==> images/class_map.png <==
Scale bar: 200 um.
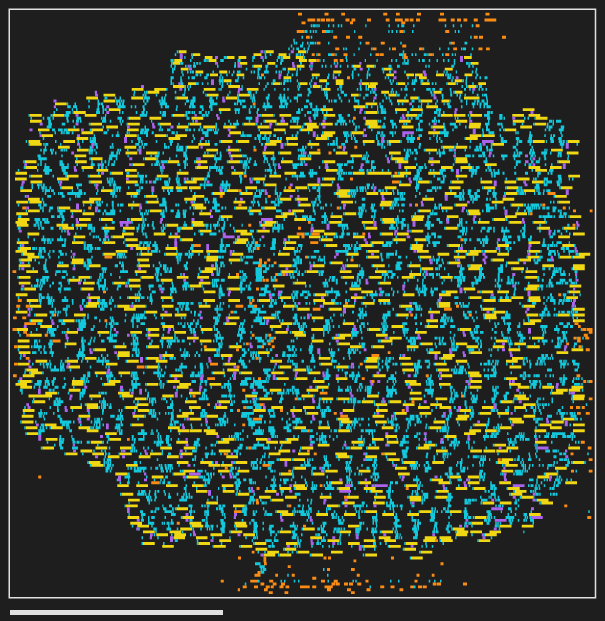
==> images/congestion_map.png <==
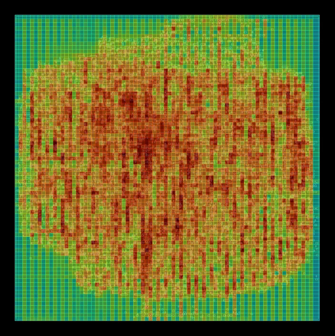
==> images/route_heat.png <==
Scale bar: 200 um. The die is cut into 28 by 28 equal tiles; black is low, pale yellow is high, scaled to the fullest tile. Values are wire area over tile area, all layers added.
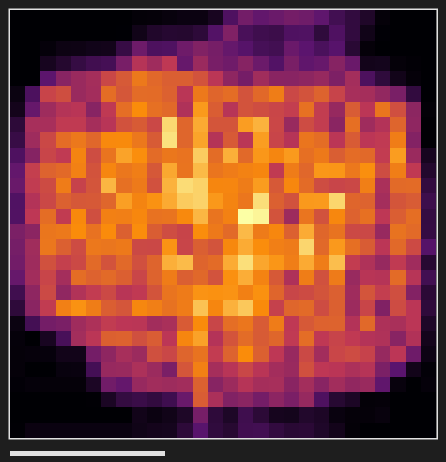
**config.mk**
```make
export PLATFORM = sky130hd
export DESIGN_NAME = reg_file_mc
export DESIGN_NICKNAME = d
export VERILOG_FILES = /design/src/rtl/reg_file_mc_pkg.sv /design/src/rtl/dec5t32.sv /design/src/rtl/reg_file_mc.sv
export SDC_FILE = /design/constraint.sdc
export NUM_CORES = 2
export LEC_CHECK = 0
export ABC_AREA = 1
export CAP_MARGIN = 0
export CELL_PAD_IN_SITES_DETAIL_PLACEMENT = 0
export CELL_PAD_IN_SITES_GLOBAL_PLACEMENT = 1
export CORE_AREA = 2 2 548 550
export CTS_BUF_LIST = sky130_fd_sc_hd__clkbuf_4
export CTS_CLUSTER_DIAMETER = 30
export DETAILED_ROUTE_END_ITERATION = 8
export DIE_AREA = 0 0 550 552
export GPL_ROUTABILITY_DRIVEN = 1
export PLACE_DENSITY_LB_ADDON = 0.15
export SETUP_SLACK_MARGIN = 0.3
export SYNTH_ARGS = -nofsm -noshare
export SYNTH_HDL_FRONTEND = slang
export SYNTH_SLANG_ARGS = --single-unit
export TNS_END_PERCENT = 5
```
**constraint.sdc**
```tcl
create_clock -name clk -period 11.2 [get_ports clk]
set_input_delay 2.24 -clock clk [delete_from_list [all_inputs] [get_ports clk]]
set_output_delay 2.24 -clock clk [all_outputs]
set_load 0.01 [all_outputs]
```
**src/rtl/reg_file_mc_pkg.sv**
```systemverilog
// Shared sizing constants for the multicycle register file.
package reg_file_mc_pkg;
  localparam int REG_W = 32;
  localparam int REG_N = 32;
  localparam int IDX_W = 5;
endpackage

```
**src/rtl/dec5t32.sv**
```systemverilog
// 5-to-32 one-hot decoder with enable; all outputs low when en is low.
module dec5t32
  import reg_file_mc_pkg::*;
(
  input  logic               en_i,
  input  logic [IDX_W-1:0]   addr_i,
  output logic [REG_N-1:0]   onehot_o
);

  always_comb begin
    onehot_o = '0;
    if (en_i) onehot_o[addr_i] = 1'b1;
  end

endmodule

```
**src/rtl/reg_file_mc.sv**
```systemverilog
// 31x32 register file (x0 hardwired to zero) with latched A/B operand registers.
// Define REGFILE_BYPASS_EN to forward same-edge write data into A/B.
module reg_file_mc
  import reg_file_mc_pkg::*;
(
  input  logic               clk,
  input  logic               rst,
  input  logic               RegWrite,
  input  logic [IDX_W-1:0]   wt_addr,
  input  logic [REG_W-1:0]   wt_data,
  input  logic [IDX_W-1:0]   rs_addr,
  input  logic [IDX_W-1:0]   rt_addr,
  input  logic               ld_AB,
  output logic [REG_W-1:0]   A,
  output logic [REG_W-1:0]   B,
  input  logic [IDX_W-1:0]   dbg_addr,
  output logic [REG_W-1:0]   dbg_data
);

  logic [REG_W-1:0] regs_q [REG_N];
  logic [REG_N-1:0] we;
  logic [REG_W-1:0] a_q, a_d, b_q, b_d;

  function automatic logic [REG_W-1:0] rd_reg(input logic [IDX_W-1:0] idx);
    return (idx == '0) ? '0 : regs_q[idx];
  endfunction

  dec5t32 u_dec (
    .en_i     (RegWrite),
    .addr_i   (wt_addr),
    .onehot_o (we)
  );

  // Entry 0 is pinned to zero so the decoded write to x0 is discarded.
  always_ff @(posedge clk) begin
    for (int i = 0; i < REG_N; i++) begin
      if (rst || i == 0) regs_q[i] <= '0;
      else if (we[i])    regs_q[i] <= wt_data;
    end
  end

`ifdef REGFILE_BYPASS_EN
  always_comb begin
    a_d = rd_reg(rs_addr);
    b_d = rd_reg(rt_addr);
    if (RegWrite && wt_addr != '0) begin
      if (wt_addr == rs_addr) a_d = wt_data;
      if (wt_addr == rt_addr) b_d = wt_data;
    end
  end
`else
  always_comb begin
    a_d = rd_reg(rs_addr);
    b_d = rd_reg(rt_addr);
  end
`endif

  always_ff @(posedge clk) begin
    if (rst) begin
      a_q <= '0;
      b_q <= '0;
    end else if (ld_AB) begin
      a_q <= a_d;
      b_q <= b_d;
    end
  end

  assign A        = a_q;
  assign B        = b_q;
  assign dbg_data = rd_reg(dbg_addr);

endmodule

```
==> results.txt <==
run metrics: post-synthesis average cell area=6.76 sq um, Power Total=11,500 uW, number of fillers in the final layout=33,200, synth cell count leaders=nand2_1, nor2_1, nand3_1, Cell Chain, Critical Path=buf_4 > buf_12 > nor2_4 > buf_12 > a22oi_1 > o21ai_0 > nand2_1 > nand3_1 > nor2_1 > nor2_1 > clkdlybuf4s50_1, die extent in y=552 um, pin count of the biggest net entering global routing=156, CLK BUF=496, Net Switching=4060 uW, Largest register FFs=992, via density per instance=5.10, clk tree area frac=0.0621, IO Count=152, clock sinks=1,060, cell type taking the most area=logic gates, htree depth=5, R2R Path Start=regs_q[23][18], number of logic gates=7,444, die area=304,000 sq um, worst-path maximum fanout=87, combinational power=2240 uW, top layer used by detailed routing=met5, Setup Slack @ Placement=2.71 ns, DRC viols=0, clock tree buffer depth=4, GPL Wtd Cong=0.861, Comb power frac=0.195, die x size=550 um, Worst path top cell family by delay=buffers and inverters, register share after synthesis=0.456, root buffer cell=clkbuf_4, Non-Filler Instances=14,300, Commonest Layout Cell=nand2_1, first-pass GRT wire length=592 mm, P_int=7440 uW, CTS tree=yes, Synth flops=1,060, Max VDD drop=78.6 uV, # Post-CTS Setup Buffers=0, TritonCTS Buffers=398, Port Buffers=151, Yosys warnings=0, Reg2Reg Depth=12, Congestion Overflow GR=0, comb area leader=simple AND/OR/NAND/NOR gates, number of instances in the placed design=13,600, Setup crit start=dbg_addr[1], Pre-Repair DR Iteration Count=6, ys cells=10,100, Post-DP Area=73,800 sq um, Reg2Reg Setup Slack=9.30 ns, yosys synthesis chip area=68,300 sq um, worst-margin pin slew=1.28 ns, most area-hungry cell type in the Yosys netlist=edfxtp_1, final setup skew=0.132 ns, seq pwr=4710 uW, xor/xnor share=0, layout cell share with drive strength beyond 1=0.0825, sequential fraction of design power=0.410, Synthesized Nets=10,200, status=complete, no violations, fa+ha+maj area frac=0, Comb area share=0.401, WP data required=8.96 ns, Max Cap Viol=0, fin crit period=8.47 ns, met1 WL=178 mm, floorplan core density=0.229, Hold Path Class=register to register, mapped cell area=68,300 sq um, biggest regs=regs_q x992, relative slew slack=0.146, CP startpoint kind=input port, post-synthesis mux area share=0, Critical Path End=dbg_data[8], WL met3=29.5 mm, Met2 Wirelength=195 mm, CP endpoint kind=output pin
Notes on class_map.png above:
- orange: remaining buffers and delay cells (cells 322; share of their area 4.2%)
- yellow: registers (cells 1,060; share of their area 42%)
- purple: clock drivers and dummy loads (cells 694; share of their area 6.6%)
- cyan: remaining logic cells (cells 8,248; share of their area 47%)
sequential share of cell area: 0.396
Final Instance Area: 78,700 sq um
num rows: 201
Core Box Area: 298,000 sq um

Notes on congestion_map.png above:
post-DR wirelength/cell: 30.5 um
met3 Resource Use GR: 0.0365
met1 usage: 0.355
overall track demand over capacity in global routing: 0.279
Top Usage Layer GRT: met2

Notes on route_heat.png above:
- emptiest ninth of the die: lower left
- nearly empty tiles: 12%
- mean over tiles: 0.24
- densest ninth of the die: centre
DRT Wirelength: 436 mm
via count: 73,000

No activity file was given, so power comes from the tool's default toggle rates.
